File: config.mk
export PLATFORM = sky130hd
export DESIGN_NAME = branch_sequencer_flat
export DESIGN_NICKNAME = d
export VERILOG_FILES = /design/src/rtl/branch_sequencer_if.sv /design/src/rtl/branch_sequencer.sv /design/src/flat_wrapper.sv
export SDC_FILE = /design/constraint.sdc
export NUM_CORES = 1
export LEC_CHECK = 0
export ABC_AREA = 1
export CORE_ASPECT_RATIO = 1.25
export CORE_UTILIZATION = 25
export DETAILED_ROUTE_END_ITERATION = 7
export GPL_TIMING_DRIVEN = 0
export PLACE_DENSITY = 0.81
export SETUP_SLACK_MARGIN = 0.02
export SLEW_MARGIN = 20
export SYNTH_ARGS = -nofsm -noshare
export SYNTH_HDL_FRONTEND = slang
export SYNTH_SLANG_ARGS = --single-unit
File: constraint.sdc
create_clock -name clk -period 1.6 [get_ports clk]
set_clock_uncertainty 0.1 [all_clocks]
set_input_delay 0.4 -clock clk [delete_from_list [all_inputs] [get_ports clk]]
set_output_delay 0.4 -clock clk [all_outputs]
set_load 0.1 [all_outputs]
File: src/rtl/branch_sequencer_if.sv
// Control/datapath boundary of the branch sequencer. The sequencer consumes
// IR, bus contents and memory handshake, and emits the datapath strobes plus
// status pulses.
interface branch_sequencer_if #(
  parameter int DATA_WIDTH = 32
);
  // datapath / control-unit side -> sequencer
  logic                  start;
  logic                  mem_ready;
  logic [DATA_WIDTH-1:0] ir;
  logic [DATA_WIDTH-1:0] bus_data;

  // sequencer -> datapath strobes
  logic pc_out;
  logic mar_in;
  logic inc_pc;
  logic z_in;
  logic zlow_out;
  logic pc_in;
  logic read;
  logic mdr_in;
  logic mdr_out;
  logic ir_in;
  logic gra;
  logic rout;
  logic y_in;
  logic c_out;
  logic [4:0] alu_op;

  // sequencer status
  logic con_q;
  logic busy;
  logic done;
  logic illegal;
  logic timeout;

  modport master (
    output start, mem_ready, ir, bus_data,
    input  pc_out, mar_in, inc_pc, z_in, zlow_out, pc_in, read, mdr_in,
           mdr_out, ir_in, gra, rout, y_in, c_out, alu_op,
           con_q, busy, done, illegal, timeout
  );

  modport slave (
    input  start, mem_ready, ir, bus_data,
    output pc_out, mar_in, inc_pc, z_in, zlow_out, pc_in, read, mdr_in,
           mdr_out, ir_in, gra, rout, y_in, c_out, alu_op,
           con_q, busy, done, illegal, timeout
  );
endinterface

File: src/rtl/branch_sequencer.sv
// Hardwired control-step sequencer for Mini SRC conditional branches
// (brzr/brnz/brpl/brmi). Walks fetch T0-T2 and execute T3-T6, with a
// bounded memory-ready wait in T1 and optional early exit on not-taken.
module branch_sequencer #(
  parameter int         DATA_WIDTH = 32,
  parameter logic [4:0] BR_OPCODE  = 5'b10011,
  parameter logic [4:0] ALU_ADD    = 5'b00011,
  parameter bit         EARLY_EXIT = 1'b0,
  parameter int         WAIT_LIMIT = 15
) (
  input  logic               clk,
  input  logic               clr,
  branch_sequencer_if.slave  seq
);

  typedef enum logic [2:0] {
    IDLE = 3'd0,
    T0   = 3'd1,
    T1   = 3'd2,
    T2   = 3'd3,
    T3   = 3'd4,
    T4   = 3'd5,
    T5   = 3'd6,
    T6   = 3'd7
  } state_t;

  localparam int          CW      = (WAIT_LIMIT < 2) ? 1 : $clog2(WAIT_LIMIT + 1);
  // last wait cycle index: reaching it without mem_ready means timeout
  localparam logic [CW-1:0] WAIT_LAST = CW'(WAIT_LIMIT - 1);

  state_t        state, state_nx;
  logic [CW-1:0] wait_cnt, wait_nx;
  logic          con_r, con_nx;

  logic [4:0] op;
  logic [1:0] c2;
  logic       is_br;
  logic       cond;

  logic pc_out, mar_in, inc_pc, z_in, zlow_out, pc_in, read, mdr_in;
  logic mdr_out, ir_in, gra, rout, y_in, c_out;
  logic [4:0] alu_op;
  logic done, illegal, timeout;

  // IR bits outside opcode and condition field are not part of the decode
  logic unused_ir;
  assign unused_ir = ^{seq.ir[DATA_WIDTH-6:21], seq.ir[18:0]};

  // instruction decode and branch condition, evaluated on the live bus
  always_comb begin
    op    = seq.ir[DATA_WIDTH-1 -: 5];
    c2    = seq.ir[20:19];
    is_br = (op == BR_OPCODE);
    cond  = 1'b0;
    case (c2)
      2'b00:   cond = (seq.bus_data == '0);            // brzr
      2'b01:   cond = (seq.bus_data != '0);            // brnz
      2'b10:   cond = ~seq.bus_data[DATA_WIDTH-1];     // brpl, zero counts as plus
      default: cond =  seq.bus_data[DATA_WIDTH-1];     // brmi
    endcase
  end

  // state, wait counter and latched condition
  always_ff @(posedge clk) begin
    if (clr) begin
      state    <= IDLE;
      wait_cnt <= '0;
      con_r    <= 1'b0;
    end else begin
      state    <= state_nx;
      wait_cnt <= wait_nx;
      con_r    <= con_nx;
    end
  end

  // next-state and strobe decode; strobes are Moore, pulses may use decode
  always_comb begin
    state_nx = state;
    wait_nx  = wait_cnt;
    con_nx   = con_r;
    pc_out   = 1'b0;
    mar_in   = 1'b0;
    inc_pc   = 1'b0;
    z_in     = 1'b0;
    zlow_out = 1'b0;
    pc_in    = 1'b0;
    read     = 1'b0;
    mdr_in   = 1'b0;
    mdr_out  = 1'b0;
    ir_in    = 1'b0;
    gra      = 1'b0;
    rout     = 1'b0;
    y_in     = 1'b0;
    c_out    = 1'b0;
    alu_op   = 5'b0;
    done     = 1'b0;
    illegal  = 1'b0;
    timeout  = 1'b0;
    case (state)
      IDLE: begin
        if (seq.start) state_nx = T0;
      end
      T0: begin
        pc_out   = 1'b1;
        mar_in   = 1'b1;
        inc_pc   = 1'b1;
        z_in     = 1'b1;
        wait_nx  = '0;           // fresh wait budget for this fetch
        state_nx = T1;
      end
      T1: begin
        zlow_out = 1'b1;
        pc_in    = 1'b1;
        read     = 1'b1;
        mdr_in   = 1'b1;
        if (seq.mem_ready) begin
          state_nx = T2;
        end else if (wait_cnt == WAIT_LAST) begin
          timeout  = 1'b1;
          state_nx = IDLE;
        end else begin
          wait_nx = wait_cnt + CW'(1);
        end
      end
      T2: begin
        mdr_out  = 1'b1;
        ir_in    = 1'b1;
        state_nx = T3;
      end
      T3: begin
        gra  = 1'b1;
        rout = 1'b1;
        if (!is_br) begin
          illegal  = 1'b1;       // con_q deliberately left alone
          state_nx = IDLE;
        end else begin
          con_nx = cond;
          if (EARLY_EXIT && !cond) begin
            done     = 1'b1;
            state_nx = IDLE;
          end else begin
            state_nx = T4;
          end
        end
      end
      T4: begin
        pc_out   = 1'b1;
        y_in     = 1'b1;
        state_nx = T5;
      end
      T5: begin
        c_out    = 1'b1;
        z_in     = 1'b1;
        alu_op   = ALU_ADD;
        state_nx = T6;
      end
      T6: begin
        zlow_out = 1'b1;
        pc_in    = con_r;        // only load the target when taken
        done     = 1'b1;
        state_nx = IDLE;
      end
      default: state_nx = IDLE;
    endcase
  end

  assign seq.pc_out   = pc_out;
  assign seq.mar_in   = mar_in;
  assign seq.inc_pc   = inc_pc;
  assign seq.z_in     = z_in;
  assign seq.zlow_out = zlow_out;
  assign seq.pc_in    = pc_in;
  assign seq.read     = read;
  assign seq.mdr_in   = mdr_in;
  assign seq.mdr_out  = mdr_out;
  assign seq.ir_in    = ir_in;
  assign seq.gra      = gra;
  assign seq.rout     = rout;
  assign seq.y_in     = y_in;
  assign seq.c_out    = c_out;
  assign seq.alu_op   = alu_op;
  assign seq.con_q    = con_r;
  assign seq.busy     = (state != IDLE);
  assign seq.done     = done;
  assign seq.illegal  = illegal;
  assign seq.timeout  = timeout;

endmodule

File: src/flat_wrapper.sv
// flat-port wrapper written by rule: the top's interface ports become plain ports
module branch_sequencer_flat 
#(
  parameter int         DATA_WIDTH = 32,
  parameter logic [4:0] BR_OPCODE  = 5'b10011,
  parameter logic [4:0] ALU_ADD    = 5'b00011,
  parameter bit         EARLY_EXIT = 1'b0,
  parameter int         WAIT_LIMIT = 15
)
  (clk, clr, seq_start, seq_mem_ready, seq_ir, seq_bus_data, seq_pc_out, seq_mar_in, seq_inc_pc, seq_z_in, seq_zlow_out, seq_pc_in, seq_read, seq_mdr_in, seq_mdr_out, seq_ir_in, seq_gra, seq_rout, seq_y_in, seq_c_out, seq_alu_op, seq_con_q, seq_busy, seq_done, seq_illegal, seq_timeout);
  branch_sequencer_if #(.DATA_WIDTH(DATA_WIDTH)) seq_i ();
  input  logic clk;
  input  logic clr;
  input wire logic [$bits(seq_i.start)-1:0] seq_start;
  input wire logic [$bits(seq_i.mem_ready)-1:0] seq_mem_ready;
  input wire logic [$bits(seq_i.ir)-1:0] seq_ir;
  input wire logic [$bits(seq_i.bus_data)-1:0] seq_bus_data;
  output wire logic [$bits(seq_i.pc_out)-1:0] seq_pc_out;
  output wire logic [$bits(seq_i.mar_in)-1:0] seq_mar_in;
  output wire logic [$bits(seq_i.inc_pc)-1:0] seq_inc_pc;
  output wire logic [$bits(seq_i.z_in)-1:0] seq_z_in;
  output wire logic [$bits(seq_i.zlow_out)-1:0] seq_zlow_out;
  output wire logic [$bits(seq_i.pc_in)-1:0] seq_pc_in;
  output wire logic [$bits(seq_i.read)-1:0] seq_read;
  output wire logic [$bits(seq_i.mdr_in)-1:0] seq_mdr_in;
  output wire logic [$bits(seq_i.mdr_out)-1:0] seq_mdr_out;
  output wire logic [$bits(seq_i.ir_in)-1:0] seq_ir_in;
  output wire logic [$bits(seq_i.gra)-1:0] seq_gra;
  output wire logic [$bits(seq_i.rout)-1:0] seq_rout;
  output wire logic [$bits(seq_i.y_in)-1:0] seq_y_in;
  output wire logic [$bits(seq_i.c_out)-1:0] seq_c_out;
  output wire logic [$bits(seq_i.alu_op)-1:0] seq_alu_op;
  output wire logic [$bits(seq_i.con_q)-1:0] seq_con_q;
  output wire logic [$bits(seq_i.busy)-1:0] seq_busy;
  output wire logic [$bits(seq_i.done)-1:0] seq_done;
  output wire logic [$bits(seq_i.illegal)-1:0] seq_illegal;
  output wire logic [$bits(seq_i.timeout)-1:0] seq_timeout;
  assign seq_i.start = seq_start;
  assign seq_i.mem_ready = seq_mem_ready;
  assign seq_i.ir = seq_ir;
  assign seq_i.bus_data = seq_bus_data;
  assign seq_pc_out = seq_i.pc_out;
  assign seq_mar_in = seq_i.mar_in;
  assign seq_inc_pc = seq_i.inc_pc;
  assign seq_z_in = seq_i.z_in;
  assign seq_zlow_out = seq_i.zlow_out;
  assign seq_pc_in = seq_i.pc_in;
  assign seq_read = seq_i.read;
  assign seq_mdr_in = seq_i.mdr_in;
  assign seq_mdr_out = seq_i.mdr_out;
  assign seq_ir_in = seq_i.ir_in;
  assign seq_gra = seq_i.gra;
  assign seq_rout = seq_i.rout;
  assign seq_y_in = seq_i.y_in;
  assign seq_c_out = seq_i.c_out;
  assign seq_alu_op = seq_i.alu_op;
  assign seq_con_q = seq_i.con_q;
  assign seq_busy = seq_i.busy;
  assign seq_done = seq_i.done;
  assign seq_illegal = seq_i.illegal;
  assign seq_timeout = seq_i.timeout;
  branch_sequencer #(.DATA_WIDTH(DATA_WIDTH), .BR_OPCODE(BR_OPCODE), .ALU_ADD(ALU_ADD), .EARLY_EXIT(EARLY_EXIT), .WAIT_LIMIT(WAIT_LIMIT)) u_core (.clk(clk), .clr(clr), .seq(seq_i));
endmodule
==> flow_summary_export.csv <==
group,metric,value,unit
outcome,run_status,"finished, violations left",
outcome,violations,"setup timing",
setup_path,worstReg2RegStart,"u_core.state[2]",
global_route,grt_antenna_before_repair,0,
worst_hold_path,holdPathStages,2,
clocking,cts_tree,"built",
setup_path,cp_slowest_stage_delay,0.45,ns
route,avgViaCountPerCell,4.599,
power,p_per_area,1064,nW/um2
route,wl_met1,1.083,mm
global_route,grt_max_degree,8,
power,design_power_total,2.066,mW
synthesis,mux_area_share,0,%
setup_path,arrival,1.39,ns
route,wl_met3,135,um
placement,routabilityCongestion,0.7564,
synthesis,ys_cells,115,
finish,drive_above_1_share,43.35,%
global_route,grt_pass1_vias,1023,
setup_path,r2r_slack,0.06,ns
die,pin_count,92,
power,max-vdd-ir-drop,992.2,uV
clocking,cts_sinks,8,
finish,fin_cells,237,
clocking,clock_path_buffers,2,
clocking,clk_pin_slew,0.06,ns
finish,antenna_cells,0,
placement,place_ws,-1.216,ns
route,met2_length,1.811,mm
synthesis,ys_ff,8,
route,drtAntennaViolNets,0,
die,initial_core_util,26.12,%
finish,area_delta_synth_final,180.1,%
setup_path,crit_path_top_delay_cell,"dfxtp_4",
flow_run,tool_warnings,55,
placement,portBuffers,63,
die,coreArea,2654,um2
finish,n_all_inverters,12,
route,drc,0,
setup_path,required,1.10,ns
global_route,grt_overflow,0,
synthesis,simple_gate_area_share,50.00,%
finish,largest_class,"buffers",
finish,comb_share,29.12,%
finish,clkCellAreaFrac,1.353,%
finish,final_nets,274,
setup_path,cp-end-kind,"output pin",
worst_hold_path,holdPathEnd,"u_core.wait_cnt[0]",
final_timing,setup_viol,20,
finish,fill_cells,179,
finish,final_cell_mix,"clkdlybuf4s50_1, nor2_1, buf_4, buf_12, nand2_1",
placement,hpwl,1.859,mm
clocking,clock.latency.late_pin,0.26,ns
final_timing,drv_slew,0,
setup_path,cp_top_family,"flip-flops",
die,die_area,2988,um2
final_timing,worst_slack,-0.2860,ns
placement,dp.cells,214,
final_timing,rsz0062_at_grt,"yes",
setup_path,crit_path_start_kind,"register",
final_timing,fmax,530.2,MHz
finish,comb_area,565.5,um2
setup_path,reg2regPathDepth,9,
final_timing,finalHoldViolCount,0,
synthesis,ys_types,21,
die,die_h,60.87,um
synthesis,ys_seq_share,23.10,%
final_timing,final.min_clock_period,1.886,ns
synthesis,syn_area_per_cell,6.028,um2
clocking,htree_levels,1,
synthesis,synth.cellmix.compoundShare,6.498,%
die,core.rowCount,21,
power,cellLeakagePower,0.8814,nW
synthesis,synthAdderAreaFrac,3.610,%
finish,logic_gates,88,
synthesis,xor_share,0,%
finish,buffer_area_share,54.38,%
worst_hold_path,hold_class,"register to register",
worst_hold_path,min-delay-start,"u_core.wait_cnt[0]",
clocking,root_buffer,"clkbuf_4",
setup_path,criticalPathCategory,"register to output pin",
synthesis,yosysWarnings,0,
finish,lay_top_count,"clkdlybuf4s50_1",
final_timing,fin_tns_setup,-4.302,ns
flow_run,drv_cap,0,
route,drt_iter0_markers,14,
setup_path,path_cells,"inv_4 > nor3_4 > nand2_1 > nand2_2 > buf_12",
setup_path,crit_fanout,7,
final_timing,holdWs,0.4062,ns
global_route,grt_pass1_wl,4.291,mm
clocking,ctsHoldBuffers,0,
route,drt_pre_antenna_iters,4,
route,top_layer,"met4",
finish,ff_count,8,
die,die_w,49.10,um
synthesis,syn_inst,115,
synthesis,yosys_area,693.2,um2
finish,n_all_buffers,91,
synthesis,synthesis.area,693.2,um2
synthesis,top_logic_kind,"simple AND/OR/NAND/NOR gates",
die,nWellTaps,34,
final_timing,fin_crit_sh,117.9,%
finish,design_area,1942,um2
setup_path,rr_endpoint,"u_core.seq.con_q",
setup_path,cp_num_buf_inv,2,
placement,dpl-instance-area,1506,um2
==> where the power goes <==
| part | total [mW] | switching (mW) | internal, mW |
|---|---|---|---|
| Sequential | 0.310 | 0.0681 | 0.242 |
| Clock | 0.173 | 0.0771 | 0.0960 |
| Combinational | 1.58 | 0.984 | 0.598 |
| Total | 2.07 | 1.13 | 0.937 |
==> routing by layer <==
layer  global-route usage, %  up-vias
met1                   17.84      494
met4                   5.882        0
met3                   1.754        8
met5                       0        -
li1                        -      538
met2                   38.75       50
==> cell usage after synthesis, drive strengths merged <==
| master | number | area share (%) |
|---|---|---|
| nor2 | 30 | 18 |
| nand2 | 20 | 11 |
| inv | 12 | 6.5 |
| nor3 | 12 | 11 |
| buf | 9 | 9.7 |
| dfxtp | 8 | 23 |
| a21oi | 5 | 3.6 |
| nand3 | 5 | 3.6 |
| o21ai | 4 | 2.9 |
| and3 | 2 | 1.8 |
| ha | 2 | 3.6 |
| nand4 | 2 | 1.8 |
| or2 | 2 | 1.8 |
| conb | 1 | 0.54 |
| nor4 | 1 | 0.90 |
==> flip-flops by register name, summed over array words and instances, names as in the netlist <==
| name | count |
|---|---|
| u_core.wait_cnt | 4 |
| u_core.seq.con_q | 1 |
| u_core.state | 3 |
==> what timing repair did <==
action | 4_1_cts | 5_1_grt
buffers inserted | 10 | 9
endpoints found under the setup margin | 27 | 25
pin swaps | 8 | 19
endpoints found under the hold margin | 0 | 0
gates resized | 195 | 18
==> how the worst max path moves through the flow <==
stage                     cells past startpoint     endpoint       startpoint
after floorplan                               4  seq_illegal  u_core.state[2]
after global routing                          5    seq_pc_in  u_core.state[1]
after global placement                        5  seq_illegal       seq_ir[28]
after CTS                                     6  seq_timeout  u_core.state[0]
after detailed placement                      5  seq_illegal       seq_ir[28]
final                                         5    seq_pc_in  u_core.state[1]
Routed metal, one colour a layer:
Two of the layers only.
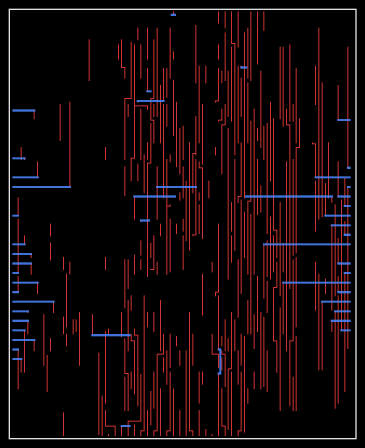
- red: met2 (wire length 1810 um)
- blue: met3 (wire length 135 um)
final WL: 3.105 mm
GRT Overall Usage: 18.03%
routed len/inst: 13.10 um
Vias: 1090

Signal metal coverage by tile:
The die is cut into 10 by 12 equal tiles; dark purple is low, yellow is high, scaled to the fullest tile. Values are wire area over tile area, all layers added.
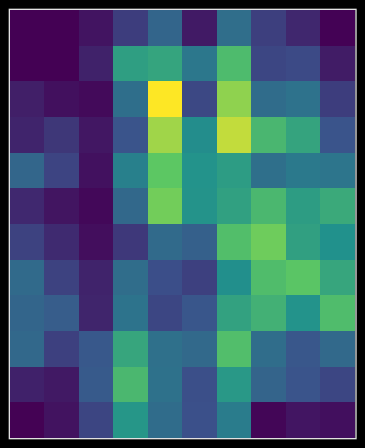
- nearly empty tiles: 5.8%
- mean over tiles: 0.17
- emptiest ninth of the die: north-west
- densest ninth of the die: east
- fullest tile: 0.49
- tiles over half the peak: 28%

Cell density map:
The bar under the picture is 10 um long. The die is cut into 5 by 6 equal tiles; dark purple is low, yellow is high, 0 to 100% covered.
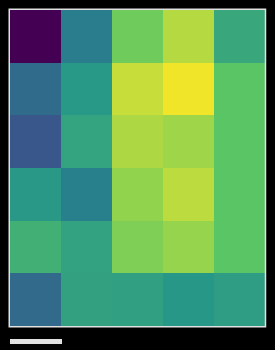
- mean over tiles: 64%
- emptiest ninth of the die: north-west
- tiles over 75% full: 33%
- nearly empty tiles: 3.3%
- fullest tile: 98%

The clock network:
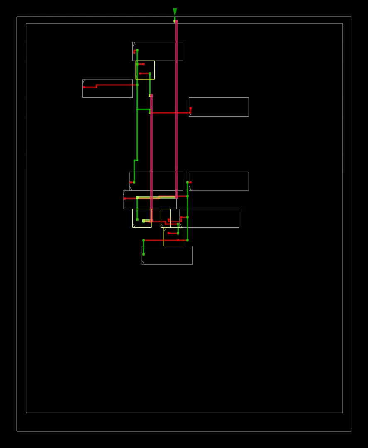
CTS Buf Count: 3
clk pwr: 173 uW
final-layout clock buffer total: 4

Where the registers sit:
The bar under the picture is 10 um long.
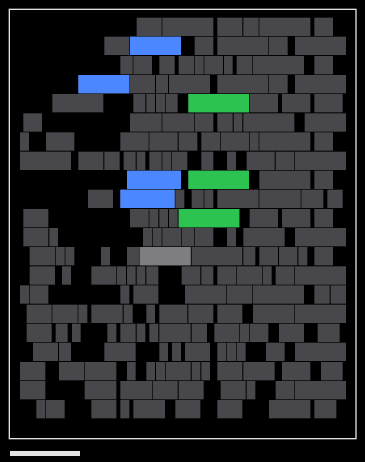
- green: u_core.state (sequential cells 3)
- blue: u_core.wait_cnt (sequential cells 4)
flop share of the area: 8.956%
post-layout util: 73.17%
Register Area: 173.9 um2
P_seq: 310 uW

No activity file was given, so power comes from the tool's default toggle rates.
